[config.mk]
export PLATFORM = sky130hd
export DESIGN_NAME = id_ex_stage
export DESIGN_NICKNAME = d
export VERILOG_FILES = /design/src/rtl/id_ex_stage.sv
export SDC_FILE = /design/constraint.sdc
export NUM_CORES = 1
export LEC_CHECK = 0
export CORE_UTILIZATION = 36
export CTS_CLUSTER_SIZE = 24
export DETAILED_ROUTE_END_ITERATION = 10
export PLACE_DENSITY_LB_ADDON = 0.08
export SYNTH_ARGS = -nofsm -noshare
export SYNTH_HDL_FRONTEND = slang
export SYNTH_SLANG_ARGS = --single-unit
export TNS_END_PERCENT = 10
[constraint.sdc]
create_clock -name clk -period 2.1 [get_ports clk]
set_input_delay 0.42 -clock clk [delete_from_list [all_inputs] [get_ports clk]]
set_output_delay 0.42 -clock clk [all_outputs]
set_load 0.005 [all_outputs]
[src/rtl/id_ex_stage.sv]
// ID/EX pipeline register: captures decoded operands/control for EX, inserts
// load-use bubbles, honours branch flush and downstream hold, bypasses WB writes.
module id_ex_stage #(
  parameter int XLEN  = 32,
  parameter int CNT_W = 16
) (
  input  logic             clk,
  input  logic             rst_n,
  input  logic             id_valid,
  input  logic [XLEN-1:0]  id_pc,
  input  logic [XLEN-1:0]  id_imm,
  input  logic [4:0]       id_rs1_addr,
  input  logic [4:0]       id_rs2_addr,
  input  logic             id_use_rs1,
  input  logic             id_use_rs2,
  input  logic [XLEN-1:0]  id_rs1_val,
  input  logic [XLEN-1:0]  id_rs2_val,
  input  logic [4:0]       id_rd_addr,
  input  logic             id_reg_write,
  input  logic             id_mem_read,
  input  logic             id_mem_write,
  input  logic [3:0]       id_alu_op,
  input  logic             wb_reg_write,
  input  logic [4:0]       wb_rd_addr,
  input  logic [XLEN-1:0]  wb_rd_val,
  input  logic             ex_branch_taken,
  input  logic             hold,
  output logic             ex_valid,
  output logic [XLEN-1:0]  ex_pc,
  output logic [XLEN-1:0]  ex_imm,
  output logic [4:0]       ex_rs1_addr,
  output logic [4:0]       ex_rs2_addr,
  output logic [XLEN-1:0]  ex_rs1_val,
  output logic [XLEN-1:0]  ex_rs2_val,
  output logic [4:0]       ex_rd_addr,
  output logic             ex_reg_write,
  output logic             ex_mem_read,
  output logic             ex_mem_write,
  output logic [3:0]       ex_alu_op,
  output logic             stall,
  output logic [CNT_W-1:0] stall_cnt
);

  typedef struct packed {
    logic            valid;
    logic [XLEN-1:0] pc;
    logic [XLEN-1:0] imm;
    logic [4:0]      rs1_addr;
    logic [4:0]      rs2_addr;
    logic [XLEN-1:0] rs1_val;
    logic [XLEN-1:0] rs2_val;
    logic [4:0]      rd_addr;
    logic            reg_write;
    logic            mem_read;
    logic            mem_write;
    logic [3:0]      alu_op;
  } ex_regs_t;

  ex_regs_t        ex_q, ex_d;
  logic [CNT_W-1:0] stall_cnt_q, stall_cnt_d;

  logic lu_hazard;
  logic rs1_bypass, rs2_bypass;

  // A load in EX whose rd (non-zero) is read by the ID instruction.
  assign lu_hazard = id_valid & ex_q.valid & ex_q.mem_read & (ex_q.rd_addr != 5'd0) &
                     ((id_use_rs1 & (id_rs1_addr == ex_q.rd_addr)) |
                      (id_use_rs2 & (id_rs2_addr == ex_q.rd_addr)));

  assign rs1_bypass = wb_reg_write & (wb_rd_addr != 5'd0) & (wb_rd_addr == id_rs1_addr);
  assign rs2_bypass = wb_reg_write & (wb_rd_addr != 5'd0) & (wb_rd_addr == id_rs2_addr);

  // A flush kills the younger instruction, so its hazard must not freeze IF/ID.
  assign stall = hold | (~ex_branch_taken & lu_hazard);

  always_comb begin
    // NOTE: every signal assigned here gets a default first, so no path can
    // leave it unassigned and infer a latch.
    ex_d        = ex_q;
    stall_cnt_d = stall_cnt_q;
    if (hold) begin
      ex_d = ex_q;
    end else if (ex_branch_taken) begin
      ex_d = '0;
    end else if (lu_hazard) begin
      ex_d = '0;
      if (stall_cnt_q != {CNT_W{1'b1}}) begin
        stall_cnt_d = stall_cnt_q + CNT_W'(1);
      end
    end else begin
      ex_d.valid     = id_valid;
      ex_d.pc        = id_pc;
      ex_d.imm       = id_imm;
      ex_d.rs1_addr  = id_rs1_addr;
      ex_d.rs2_addr  = id_rs2_addr;
      ex_d.rs1_val   = rs1_bypass ? wb_rd_val : id_rs1_val;
      ex_d.rs2_val   = rs2_bypass ? wb_rd_val : id_rs2_val;
      ex_d.rd_addr   = id_rd_addr;
      ex_d.reg_write = id_valid & id_reg_write;
      ex_d.mem_read  = id_valid & id_mem_read;
      ex_d.mem_write = id_valid & id_mem_write;
      ex_d.alu_op    = id_alu_op;
    end
  end

  // NOTE: sequential state uses non-blocking assignments so every flop samples
  // its pre-edge inputs regardless of process ordering.
  always_ff @(posedge clk or negedge rst_n) begin
    if (!rst_n) begin
      ex_q        <= '0;
      stall_cnt_q <= '0;
    end else begin
      ex_q        <= ex_d;
      stall_cnt_q <= stall_cnt_d;
    end
  end

  assign ex_valid     = ex_q.valid;
  assign ex_pc        = ex_q.pc;
  assign ex_imm       = ex_q.imm;
  assign ex_rs1_addr  = ex_q.rs1_addr;
  assign ex_rs2_addr  = ex_q.rs2_addr;
  assign ex_rs1_val   = ex_q.rs1_val;
  assign ex_rs2_val   = ex_q.rs2_val;
  assign ex_rd_addr   = ex_q.rd_addr;
  assign ex_reg_write = ex_q.reg_write;
  assign ex_mem_read  = ex_q.mem_read;
  assign ex_mem_write = ex_q.mem_write;
  assign ex_alu_op    = ex_q.alu_op;
  assign stall_cnt    = stall_cnt_q;

endmodule

**Run 1: M4 wires**

The bar under the picture is 50 um long.
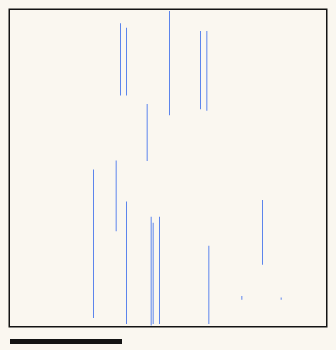
The longest straight run is 66.0 um. The layer carries 561 um of wire. 13 nets have wire on it. The layer holds 2.3% of the routed length.
Via Count: 6158
WL final: 24100 um

**Run 1: met1 routing**

The bar under the picture is 50 um long.
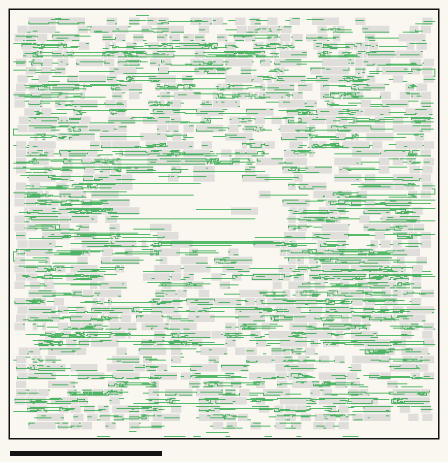
1007 nets have wire on it. The layer carries 9450 um of wire. The longest straight run is 48.8 um. The layer holds 39% of the routed length.
met1 usage: 27.1%

**Run 1: routing congestion map**

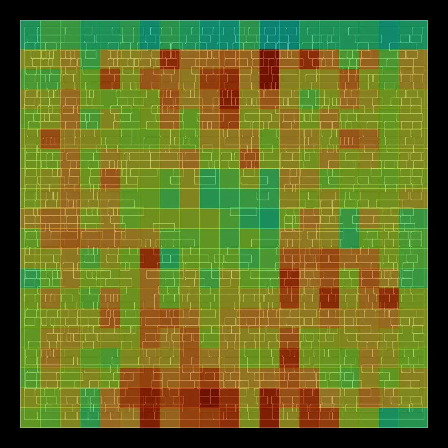
GR Util All Layers: 23.9%
Wirelength per Cell: 19.4 um

**Run 1: met3 routing**

The bar under the picture is 50 um long.
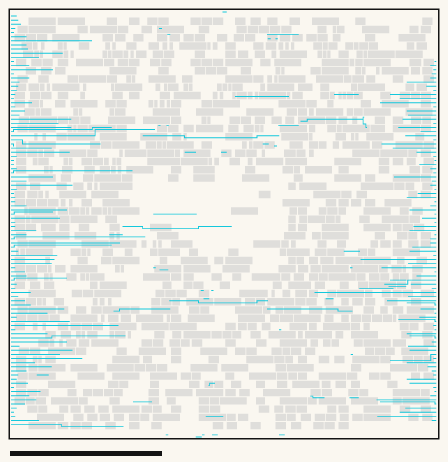
The layer holds 8.1% of the routed length. 210 nets have wire on it. The longest straight run is 43.0 um.
grt met3 use: 9.54%

==> run summary, run 1 <==
yosys + openroad results -> Registers, synthesis=167, clk latency late pin=430 ps, CP endpoint=stall, number of non-clock buffers in the layout=411, Mapped Area=6960 um^2, EDFF count, synth=0, failing checks=setup timing, diode count=2, CTS Buf Count=17, setup bufs post-CTS=0, post-cts resize count=11, commonest cells in the synthesized netlist=dfrtp_1, a22o_1, nand2_1, YS chip area=6960 um^2, Peak Freq=440 MHz, Final WS setup=-173 ps, clock network fraction of total power=38.8%, Max clock buf depth=2, Setup Viol. Count Final=1, clk slew on worst S/H paths=60 ps, DRT antenna net count=0, Die Y=141 um, gr ovfl total=0, first-pass GRT wire length=36100 um, Layout area overhead=72.2%, setup TNS=-173 ps, comb. cell area=2670 um^2, Highest Signal Layer=met5, global route hottest layer=met2, Pre-Place Util=37.0%, Async SR Flop Fraction=100%, sink of the worst hold path=ex_rs1_addr[0]$_DFFE_PN0N_, FP Rows=50, Synth cell types=31, Die Width=141 um, die area=19900 um^2, Leak=0.00506 uW, pre-CTS setup slack=-794 ps, number of cells on the critical path=6, Non-clock buffer share=34.9%, Leading cell kind=buffers, hold path startpoint=id_rs1_addr[0], mux frac, synth=9.36%, RD Place Congestion=0.849, crit path launch=ex_rd_addr[4]$_DFFE_PN0N_, combinational share of cell area=22.3%, Dominant comb cell=AND-OR/OR-AND gates, Gate power share=18.1%, Hold Fails Final Rpt=0, Syn Inst Count=576, crit start category=register, Crit-path slowest cell=dfrtp_2, most common logic cell in the routed design=clkdlybuf4s50_1, Core Box Area=18800 um^2, Internal Pwr Total=6340 uW, max-cap violations=0, period utilisation layout=108%, 1st-iter DRT viols=286, worst path bufs/invs=1, delay-heaviest family, CP=flip-flops, clock skew=7.88 ps, share of layout cells above drive strength 1=10.4%, placed insts=1201, post-synthesis xor/xnor area fraction=4.40%, register area=4180 um^2, simple-gate area share of the yosys netlist=7.03%, clock network share of area=5.03%, Top cells excl fill/tap=clkdlybuf4s50_1, dfrtp_1, a22o_1, nand2_1, mux2i_1, syn_nets=772, Max VDD drop=465 uV, Final Util=63.7%, Comb gates=364, GR Layer Usage met2=40.6%, Seq share, synth=60.0%, largest net degree at the start of global routing=152, seq_cells=167, HP Class=primary input to register, HPWL after detailed placement=17200 um, Post-Syn Area per Cell=12.1 um^2, status=finished, violations left, Top pwr grp=sequential cells, nets@finish=1162, Req. time, crit path=1680 ps, flop-to-flop setup slack=110 ps, CTS Root Cell=clkbuf_16, critical path, cell by cell=xnor2_2 -> nand4_1 -> o22ai_2 -> nand2_2 -> o21bai_1 -> buf_2
--- run 2 (diff from run 1) ---
--- a/config.mk
+++ b/config.mk
@@ -5,9 +5,10 @@
 export SDC_FILE = /design/constraint.sdc
 export NUM_CORES = 1
 export LEC_CHECK = 0
-export CORE_UTILIZATION = 36
+export CORE_AREA = 2 2 143 145
 export CTS_CLUSTER_SIZE = 24
 export DETAILED_ROUTE_END_ITERATION = 10
+export DIE_AREA = 0 0 145 147
 export PLACE_DENSITY_LB_ADDON = 0.08
 export SYNTH_ARGS = -nofsm -noshare
 export SYNTH_HDL_FRONTEND = slang
==> constraint.sdc (replaced) <==
create_clock -name clk -period 2.85 [get_ports clk]
set_input_delay 0.57 -clock clk [delete_from_list [all_inputs] [get_ports clk]]
set_output_delay 0.57 -clock clk [all_outputs]
set_load 0.005 [all_outputs]
**Run 2: routing congestion map**

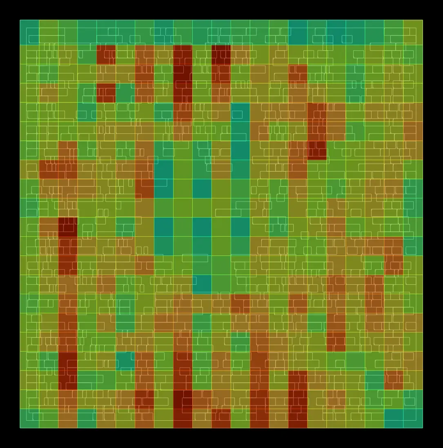
Final Util: 58.9%
grt met3 use: 7.86%
Wirelength per Cell: 19.2 um
global route hottest layer: met2
GR Layer Usage met2: 37.8%

**Run 2: met3 routing**

The bar under the picture is 50 um long.
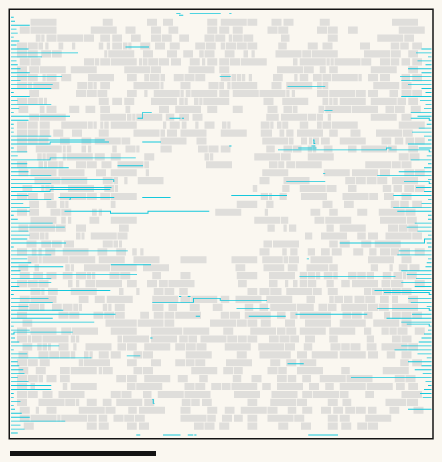
216 nets have wire on it. The wires run mostly horizontal. The layer carries 2030 um of wire. The longest straight run is 43.0 um.
WL final: 23600 um
Via Count: 6061

**Run 2: met1 routing**

The bar under the picture is 50 um long.
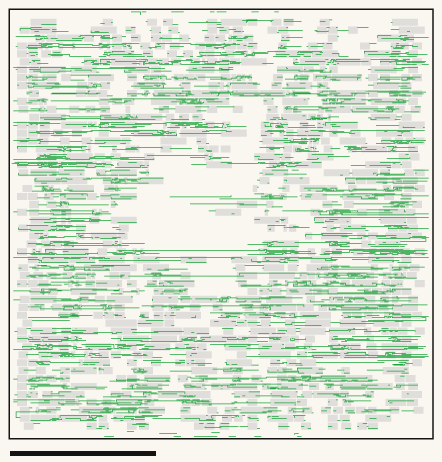
met1 usage: 26.6%

==> run summary, run 2 <==
yosys + openroad results -> crit start category=primary input, Crit-path slowest cell=clkdlybuf4s50_1, EDFF count, synth=0, clk slew on worst S/H paths=70 ps, DRT antenna net count=0, Pre-Place Util=35.1%, Syn Inst Count=576, most common logic cell in the routed design=clkdlybuf4s50_1, clock network fraction of total power=40.4%, status=finished, final reports clean, commonest cells in the synthesized netlist=dfrtp_1, a22o_1, nand2_1, Max VDD drop=387 uV, nets@finish=1139, Max clock buf depth=2, Synth cell types=31, Comb gates=364, Mapped Area=6960 um^2, Peak Freq=379 MHz, CTS Root Cell=clkbuf_16, Layout area overhead=67.8%, Req. time, crit path=2280 ps, FP Rows=52, flop-to-flop setup slack=590 ps, Registers, synthesis=167, critical path, cell by cell=clkdlybuf4s50_1 -> xnor2_2 -> nand4_1 -> o22ai_2 -> buf_4 -> nand2_1 -> o21bai_1 -> clkbuf_2, mux frac, synth=9.36%, placed insts=1194, 1st-iter DRT viols=243, Top cells excl fill/tap=clkdlybuf4s50_1, dfrtp_1, a22o_1, nand2_1, mux2i_1, Core Box Area=19800 um^2, clock network share of area=5.48%, GR Util All Layers=22.4%, Final WS setup=208 ps, post-cts resize count=3, Leak=0.00487 uW, crit path launch=id_rs1_addr[4], largest net degree at the start of global routing=106
Power and IR drop assume default switching activity.
